File: src/rtl/hazard_fwd_unit_if.sv
// Hazard/forwarding unit bus: pipeline-stage info in, resolved operands,
// stall and bypass selection out. Master = pipeline side, slave = unit.
interface hazard_fwd_unit_if #(
  parameter int XLEN  = 32,
  parameter int CNT_W = 16
);
  logic            ex_valid, ex_we, ex_is_load;
  logic [4:0]      ex_rd;
  logic [XLEN-1:0] ex_result;
  logic            mem_valid, mem_we;
  logic [4:0]      mem_rd;
  logic [XLEN-1:0] mem_result;
  logic            id_valid;
  logic [4:0]      id_rs1, id_rs2;
  logic [XLEN-1:0] id_rs1_data, id_rs2_data;
  logic            stall;
  logic [XLEN-1:0] rs1_out, rs2_out;
  logic [3:0]      bypass_flag;
  logic [CNT_W-1:0] stall_count;

  modport master (
    output ex_valid, ex_we, ex_is_load, ex_rd, ex_result,
    output mem_valid, mem_we, mem_rd, mem_result,
    output id_valid, id_rs1, id_rs2, id_rs1_data, id_rs2_data,
    input  stall, rs1_out, rs2_out, bypass_flag, stall_count
  );

  modport slave (
    input  ex_valid, ex_we, ex_is_load, ex_rd, ex_result,
    input  mem_valid, mem_we, mem_rd, mem_result,
    input  id_valid, id_rs1, id_rs2, id_rs1_data, id_rs2_data,
    output stall, rs1_out, rs2_out, bypass_flag, stall_count
  );
endinterface

File: src/rtl/hazard_fwd_unit.sv
// Operand forwarding and load-use stall control for a 5-stage pipeline.
// All outputs are registered (one cycle after the inputs are sampled).
// Optional macro FWD_MEM_STAGE_EN enables forwarding from the MEM stage;
// without it the mem_* inputs are ignored and such matches use the regfile.
module hazard_fwd_unit #(
  parameter int XLEN     = 32,
  parameter int LOAD_LAT = 1,
  parameter int CNT_W    = 16
) (
  input logic              clk,
  input logic              rst,
  hazard_fwd_unit_if.slave io_hif
);

  localparam logic [2:0] LAT = 3'(LOAD_LAT);

  typedef enum logic {ST_IDLE, ST_STALL} state_t;

  state_t          r_state, w_state_nxt;
  logic [2:0]      r_lat_cnt, w_lat_cnt_nxt;
  logic            w_stall_nxt;
  logic            r_stall;
  logic [XLEN-1:0] r_rs1, r_rs2, w_rs1_nxt, w_rs2_nxt;
  logic [1:0]      w_sel1, w_sel2;
  logic [3:0]      r_flag;
  logic [CNT_W-1:0] r_stall_count;

  logic w_ex_hit1, w_ex_hit2, w_mem_hit1, w_mem_hit2, w_load_use;

  assign w_ex_hit1 = io_hif.ex_valid & io_hif.ex_we &
                     (io_hif.ex_rd == io_hif.id_rs1) & (io_hif.id_rs1 != 5'd0);
  assign w_ex_hit2 = io_hif.ex_valid & io_hif.ex_we &
                     (io_hif.ex_rd == io_hif.id_rs2) & (io_hif.id_rs2 != 5'd0);

`ifdef FWD_MEM_STAGE_EN
  assign w_mem_hit1 = io_hif.mem_valid & io_hif.mem_we &
                      (io_hif.mem_rd == io_hif.id_rs1) & (io_hif.id_rs1 != 5'd0);
  assign w_mem_hit2 = io_hif.mem_valid & io_hif.mem_we &
                      (io_hif.mem_rd == io_hif.id_rs2) & (io_hif.id_rs2 != 5'd0);
`else
  assign w_mem_hit1 = 1'b0;
  assign w_mem_hit2 = 1'b0;
  logic w_unused_mem;
  assign w_unused_mem = ^{io_hif.mem_valid, io_hif.mem_we, io_hif.mem_rd, io_hif.mem_result};
`endif

  // A load in EX cannot supply its data yet: it never forwards, it stalls.
  assign w_load_use = io_hif.id_valid & io_hif.ex_is_load & (w_ex_hit1 | w_ex_hit2);

  // Source select per port: EX (non-load) over MEM over regfile; invalid ID -> regfile.
  // A load match in EX falls through to the older stages; the stall replays it anyway.
  always_comb begin
    w_sel1 = 2'b00;
    w_sel2 = 2'b00;
    if (io_hif.id_valid) begin
      if (w_ex_hit1 & ~io_hif.ex_is_load) w_sel1 = 2'b01;
      else if (w_mem_hit1)                w_sel1 = 2'b10;
      if (w_ex_hit2 & ~io_hif.ex_is_load) w_sel2 = 2'b01;
      else if (w_mem_hit2)                w_sel2 = 2'b10;
    end
  end

  // Operand data mux driven by the source selects.
  always_comb begin
    w_rs1_nxt = io_hif.id_rs1_data;
    w_rs2_nxt = io_hif.id_rs2_data;
    case (w_sel1)
      2'b01:   w_rs1_nxt = io_hif.ex_result;
      2'b10:   w_rs1_nxt = io_hif.mem_result;
      default: w_rs1_nxt = io_hif.id_rs1_data;
    endcase
    case (w_sel2)
      2'b01:   w_rs2_nxt = io_hif.ex_result;
      2'b10:   w_rs2_nxt = io_hif.mem_result;
      default: w_rs2_nxt = io_hif.id_rs2_data;
    endcase
  end

  // FSM state and latency counter register.
  always_ff @(posedge clk) begin
    if (rst) begin
      r_state   <= ST_IDLE;
      r_lat_cnt <= 3'd0;
    end else begin
      r_state   <= w_state_nxt;
      r_lat_cnt <= w_lat_cnt_nxt;
    end
  end

  // Next state: hazards are only looked at in IDLE or on the last stall
  // cycle, so a back-to-back hazard reloads without a gap cycle.
  always_comb begin
    w_state_nxt   = r_state;
    w_lat_cnt_nxt = r_lat_cnt;
    case (r_state)
      ST_IDLE: begin
        if (w_load_use) begin
          w_state_nxt   = ST_STALL;
          w_lat_cnt_nxt = LAT;
        end
      end
      ST_STALL: begin
        if (r_lat_cnt <= 3'd1) begin
          if (w_load_use) begin
            w_lat_cnt_nxt = LAT;
          end else begin
            w_state_nxt   = ST_IDLE;
            w_lat_cnt_nxt = 3'd0;
          end
        end else begin
          w_lat_cnt_nxt = r_lat_cnt - 3'd1;
        end
      end
      default: begin
        w_state_nxt   = ST_IDLE;
        w_lat_cnt_nxt = 3'd0;
      end
    endcase
  end

  // Output decode: stall is asserted for every cycle spent in STALL.
  always_comb begin
    w_stall_nxt = (w_state_nxt == ST_STALL);
  end

  // Registered outputs and saturating stall performance counter.
  always_ff @(posedge clk) begin
    if (rst) begin
      r_stall       <= 1'b0;
      r_rs1         <= '0;
      r_rs2         <= '0;
      r_flag        <= 4'b0000;
      r_stall_count <= '0;
    end else begin
      r_stall <= w_stall_nxt;
      r_rs1   <= w_rs1_nxt;
      r_rs2   <= w_rs2_nxt;
      r_flag  <= {w_sel2, w_sel1};
      if (w_stall_nxt && (r_stall_count != {CNT_W{1'b1}}))
        r_stall_count <= r_stall_count + 1'b1;
    end
  end

  assign io_hif.stall       = r_stall;
  assign io_hif.rs1_out     = r_rs1;
  assign io_hif.rs2_out     = r_rs2;
  assign io_hif.bypass_flag = r_flag;
  assign io_hif.stall_count = r_stall_count;

endmodule

File: src/flat_wrapper.sv
// flat-port wrapper written by rule: the top's interface ports become plain ports
module hazard_fwd_unit_flat 
#(
  parameter int XLEN     = 32,
  parameter int LOAD_LAT = 1,
  parameter int CNT_W    = 16
)
  (clk, rst, io_hif_ex_valid, io_hif_ex_we, io_hif_ex_is_load, io_hif_ex_rd, io_hif_ex_result, io_hif_mem_valid, io_hif_mem_we, io_hif_mem_rd, io_hif_mem_result, io_hif_id_valid, io_hif_id_rs1, io_hif_id_rs2, io_hif_id_rs1_data, io_hif_id_rs2_data, io_hif_stall, io_hif_rs1_out, io_hif_rs2_out, io_hif_bypass_flag, io_hif_stall_count);
  hazard_fwd_unit_if #(.XLEN(XLEN), .CNT_W(CNT_W)) io_hif_i ();
  input logic clk;
  input logic rst;
  input wire logic [$bits(io_hif_i.ex_valid)-1:0] io_hif_ex_valid;
  input wire logic [$bits(io_hif_i.ex_we)-1:0] io_hif_ex_we;
  input wire logic [$bits(io_hif_i.ex_is_load)-1:0] io_hif_ex_is_load;
  input wire logic [$bits(io_hif_i.ex_rd)-1:0] io_hif_ex_rd;
  input wire logic [$bits(io_hif_i.ex_result)-1:0] io_hif_ex_result;
  input wire logic [$bits(io_hif_i.mem_valid)-1:0] io_hif_mem_valid;
  input wire logic [$bits(io_hif_i.mem_we)-1:0] io_hif_mem_we;
  input wire logic [$bits(io_hif_i.mem_rd)-1:0] io_hif_mem_rd;
  input wire logic [$bits(io_hif_i.mem_result)-1:0] io_hif_mem_result;
  input wire logic [$bits(io_hif_i.id_valid)-1:0] io_hif_id_valid;
  input wire logic [$bits(io_hif_i.id_rs1)-1:0] io_hif_id_rs1;
  input wire logic [$bits(io_hif_i.id_rs2)-1:0] io_hif_id_rs2;
  input wire logic [$bits(io_hif_i.id_rs1_data)-1:0] io_hif_id_rs1_data;
  input wire logic [$bits(io_hif_i.id_rs2_data)-1:0] io_hif_id_rs2_data;
  output wire logic [$bits(io_hif_i.stall)-1:0] io_hif_stall;
  output wire logic [$bits(io_hif_i.rs1_out)-1:0] io_hif_rs1_out;
  output wire logic [$bits(io_hif_i.rs2_out)-1:0] io_hif_rs2_out;
  output wire logic [$bits(io_hif_i.bypass_flag)-1:0] io_hif_bypass_flag;
  output wire logic [$bits(io_hif_i.stall_count)-1:0] io_hif_stall_count;
  assign io_hif_i.ex_valid = io_hif_ex_valid;
  assign io_hif_i.ex_we = io_hif_ex_we;
  assign io_hif_i.ex_is_load = io_hif_ex_is_load;
  assign io_hif_i.ex_rd = io_hif_ex_rd;
  assign io_hif_i.ex_result = io_hif_ex_result;
  assign io_hif_i.mem_valid = io_hif_mem_valid;
  assign io_hif_i.mem_we = io_hif_mem_we;
  assign io_hif_i.mem_rd = io_hif_mem_rd;
  assign io_hif_i.mem_result = io_hif_mem_result;
  assign io_hif_i.id_valid = io_hif_id_valid;
  assign io_hif_i.id_rs1 = io_hif_id_rs1;
  assign io_hif_i.id_rs2 = io_hif_id_rs2;
  assign io_hif_i.id_rs1_data = io_hif_id_rs1_data;
  assign io_hif_i.id_rs2_data = io_hif_id_rs2_data;
  assign io_hif_stall = io_hif_i.stall;
  assign io_hif_rs1_out = io_hif_i.rs1_out;
  assign io_hif_rs2_out = io_hif_i.rs2_out;
  assign io_hif_bypass_flag = io_hif_i.bypass_flag;
  assign io_hif_stall_count = io_hif_i.stall_count;
  hazard_fwd_unit #(.XLEN(XLEN), .LOAD_LAT(LOAD_LAT), .CNT_W(CNT_W)) u_core (.clk(clk), .rst(rst), .io_hif(io_hif_i));
endmodule
File: config.mk
export PLATFORM = sky130hd
export DESIGN_NAME = hazard_fwd_unit_flat
export DESIGN_NICKNAME = d
export VERILOG_FILES = /design/src/rtl/hazard_fwd_unit_if.sv /design/src/rtl/hazard_fwd_unit.sv /design/src/flat_wrapper.sv
export SDC_FILE = /design/constraint.sdc
export NUM_CORES = 1
export LEC_CHECK = 0
export CORE_ASPECT_RATIO = 1.5
export CORE_MARGIN = 2
export CORE_UTILIZATION = 37
export CTS_BUF_LIST = sky130_fd_sc_hd__clkbuf_8
export DETAILED_ROUTE_END_ITERATION = 16
export PLACE_DENSITY = 0.83
export SLEW_MARGIN = 15
export SYNTH_ARGS = -nofsm -noshare
export SYNTH_HDL_FRONTEND = slang
export SYNTH_SLANG_ARGS = --single-unit
export TNS_END_PERCENT = 100
File: constraint.sdc
create_clock -name clk -period 3.1 [get_ports clk]
set_input_delay 0.62 -clock clk [delete_from_list [all_inputs] [get_ports clk]]
set_output_delay 0.62 -clock clk [all_outputs]
set_load 0.03 [all_outputs]
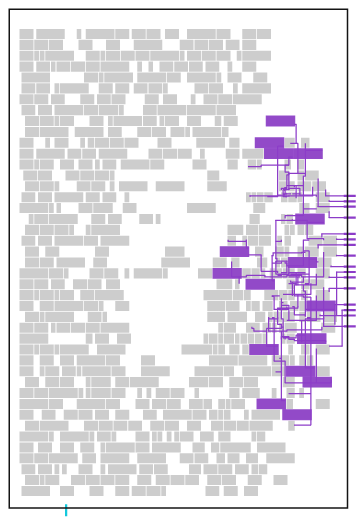
(images/port_trees.png)
(4 px per µm)
legend:
  cyan:
    port: io_hif_mem_we
    direction: input
    end_cells: 0
    buffers: 0
  purple:
    port: io_hif_stall_count
    direction: output
    end_cells: 16
    buffers: 16
    wire: 723 µm

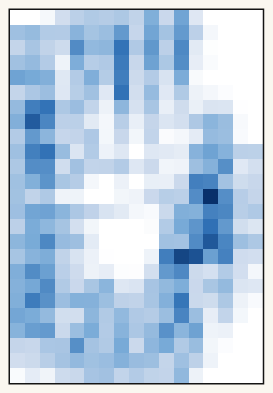
(images/route_heat.png)
(3 px per µm) The die is cut into 17 by 25 equal tiles; white is low, dark blue is high, scaled to the fullest tile. Values are wire area over tile area, all layers added.
densest ninth of the die: right middle
mean over tiles: 0.17
tiles over half the peak: 15%
nearly empty tiles: 14%
fullest tile: 0.59

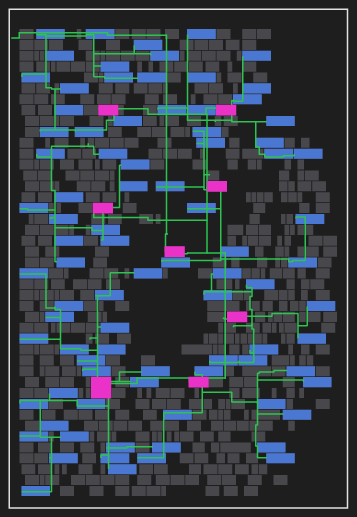
(images/clock_wires.png)
(4 px per µm)
legend:
  magenta:
    item: clock-net drivers
    count: 9
  green:
    item: clock wires
    length: 1,100 µm
  blue:
    item: flip-flops
    count: 86
routed clock nets: 10
flops lie: spread over the die
portion of total power attributed to the clock network: 0.302
maximum clock skew at final layout: 0.00548 ns
Skew-Pair Late Insertion Delay: 0.35 ns
Clock net power: 0.000697 W

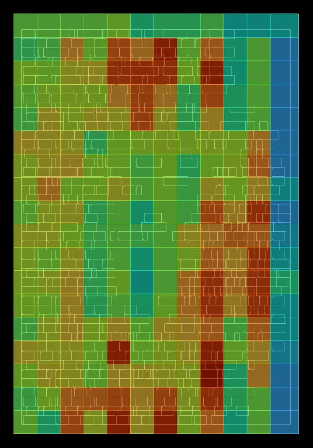
(images/congestion_map.png)
global routing usage summed across all routing layers: 0.213
wire per inst: 15.9 µm
Core Util, Final: 0.629
Most Crowded Layer GR: met2
met3 track demand over resource: 0.0855

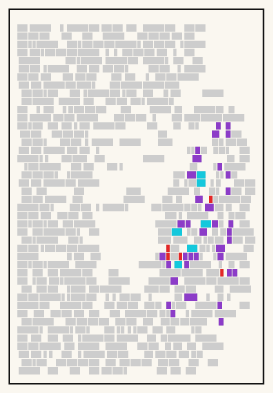
(images/gates.png)
(3 px per µm)
legend:
  purple:
    family: aoi and oai cells
    cells: 35
  red:
    family: inv cells
    cells: 5
  cyan:
    family: non-inverting ao/oa cells
    cells: 6
    where: right middle

routing by layer:
layer  track usage  routed length (µm)  share of wire
met1         0.212                3760           0.35
met2         0.385                5720           0.53
met3        0.0855                1010          0.093
met4        0.0863                 359          0.033
met5             0                   0              0
final cells by class:
type / instances / area, µm²
flip-flops and latches: 86 / 1720
repair buffers: 205 / 2060
clock inverters: 6 / 40.0
clock buffers: 9 / 124
fillers: 767 / 3450
multi-input cells: 260 / 1750
well taps: 112 / 140
inverters: 5 / 18.8
registers in the layout, summed over array words and instances, names as in the netlist:
signal and cells:
u_core.io_hif.stall_count 16, u_core.io_hif.rs2_out 32, u_core.io_hif.stall 1, u_core.r_lat_cnt 3, u_core.io_hif.bypass_flag 2, u_core.io_hif.rs1_out 32
per-stage QoR:
step	hold WS [ns]	setup slack [ns]
CTS	0.539	0.490
global route	0.578	0.306
detailed placement	0.520	0.137
global placement	0.492	0.184
finish	0.540	0.490
floorplan	0.488	0.759
power by group:
group / switching, W / leakage (nW) / total, W / internal [W]
clock: 0.000412 / 0.0848 / 0.000697 / 0.000285
sequential: 0.0000117 / 0.711 / 0.00116 / 0.00115
combinational: 0.000208 / 1.54 / 0.000447 / 0.000239
worst max-delay path: stages:
cell and delay [ns]:
sky130_fd_sc_hd__clkdlybuf4s50_1 0.46, sky130_fd_sc_hd__xor2_1 0.20, sky130_fd_sc_hd__nor4_4 0.34, sky130_fd_sc_hd__a22oi_2 0.16
sky130_fd_sc_hd__or3_1 0.41, sky130_fd_sc_hd__a211oi_1 0.30, sky130_fd_sc_hd__mux2_2 0.36
cell families after synthesis:
| group | after synthesis |
|---|---|
| adders and majority gates | 3 |
| xor gates and xnor gates | 9 |
| and+or+nand+nor | 137 |
| muxes | 68 |
| AOI/OAI and AO/OA | 41 |
| buffers and inverters | 24 |
| other | 1 |
| DFF | 86 |
layout by cell type, fill, tap and decap left out, types with 3 or more instances in the layout:
cell                              instances
sky130_fd_sc_hd__clkdlybuf4s50_1        198
sky130_fd_sc_hd__or3_1                    7
sky130_fd_sc_hd__clkbuf_8                 9
sky130_fd_sc_hd__nand2_1                 14
sky130_fd_sc_hd__clkinv_2                 3
sky130_fd_sc_hd__ha_1                     3
sky130_fd_sc_hd__xor2_1                   9
sky130_fd_sc_hd__nand3_1                  5
sky130_fd_sc_hd__nand2b_1                 3
sky130_fd_sc_hd__dfxtp_1                 86
sky130_fd_sc_hd__a31oi_1                  3
sky130_fd_sc_hd__nand4_1                  7
sky130_fd_sc_hd__o31ai_1                  3
sky130_fd_sc_hd__nor2_1                  79
sky130_fd_sc_hd__buf_4                    4
sky130_fd_sc_hd__inv_1                    5
sky130_fd_sc_hd__nor2b_1                  3
sky130_fd_sc_hd__nor4_1                   4
sky130_fd_sc_hd__a21oi_1                 11
sky130_fd_sc_hd__or4_1                    3
sky130_fd_sc_hd__o21ai_0                  9
sky130_fd_sc_hd__mux2i_1                 65
==> Table 3: Implementation characteristics <==
Summary of implementation characteristics

Parameter                              Value

Floorplan
  Area of the core region .................. 9310 µm²

Place
  Half-perimeter wire length of the detailed placement result .................. ~8.3 mm

Final timing
  Worst rel slew slack .................. 0.599
  Crit share post-route .................. 0.842

Worst setup path
  CP Launch Point .................. io_hif_ex_rd[0]
  R2r setup slk .................. between 0.5 and 0.6 ns
  Worst setup EP type .................. flop
  Endpoint of the most critical setup path .................. u_core.io_hif.stall_count[3]

Cells and area
  Post-route cell area .................. approximately 5900 µm²
  Number of antenna cells inserted .................. 0
  Post-layout net count .................. between 700 and 800
  Final Instance Count excl. Fillers .................. between 600 and 700

Clock network
  CTS tree .................. yes
  Maximum number of buffers from clock root to sink .................. 2
  Clock sinks .................. roughly 86
  Number of H-tree levels .................. 3
  Number of gates given a new drive strength after cts .................. 0
  Clock-pin slew reported for the worst setup and hold paths after clock tree synthesis .................. ~0.08 ns
  Total setup buffers inserted after CTS .................. 0

Logic synthesis
  Synth top cells by count .................. 86 x sky130_fd_sc_hd__dfxtp_1, 79 x sky130_fd_sc_hd__nor2_1, 65 x sky130_fd_sc_hd__mux2i_1
  Xor+xnor area frac .................. 0.0221
  Multiplexer share of the synthesized area .................. 0.193
  Synthesis Warnings .................. 0
  Ranking of synthesized cells by area .................. sky130_fd_sc_hd__dfxtp_1 48%, sky130_fd_sc_hd__mux2i_1 18%, sky130_fd_sc_hd__nor2_1 8.3%
  AND-OR/OR-AND share of the synthesized area .................. 0.0753
  Synth Seq Share .................. 0.482
  Post-synth design cell area .................. ~3600 µm²
  Adder-Cell Fraction of Synth Area .................. 0.0105
  Post-synth EDFFs .................. 0
  Simple logic cell fraction of the synthesized area .................. 0.185
  Area reported by Yosys stat .................. around 3600 µm²
  Main logic family after synthesis .................. multiplexers
  Fraction of synthesis flops using an asynchronous set or reset pin .................. 0
  Synth flops .................. around 86

Power
  Static leakage power .................. 2.33 nW
  Final Power .................. approximately 0.0023 W

Outcome
  Result of the run .................. completed

Drt
  Via density .................. about 5.1
  DRC violation total after the first TritonRoute iteration .................. 141
  Router iterations before antenna repair .................. 4
  Number of remaining DRC errors .................. 0

Global route
  Wire length of the first global-routing pass .................. approximately 18 mm
  Total congestion overflow after global routing .................. 0
  Antenna violations before repair .................. 0

Min path
  Hold path startpoint .................. u_core.io_hif.stall_count[12]
  Worst min-delay path endpoint .................. u_core.io_hif.stall_count[12]
Power and IR drop assume default switching activity.
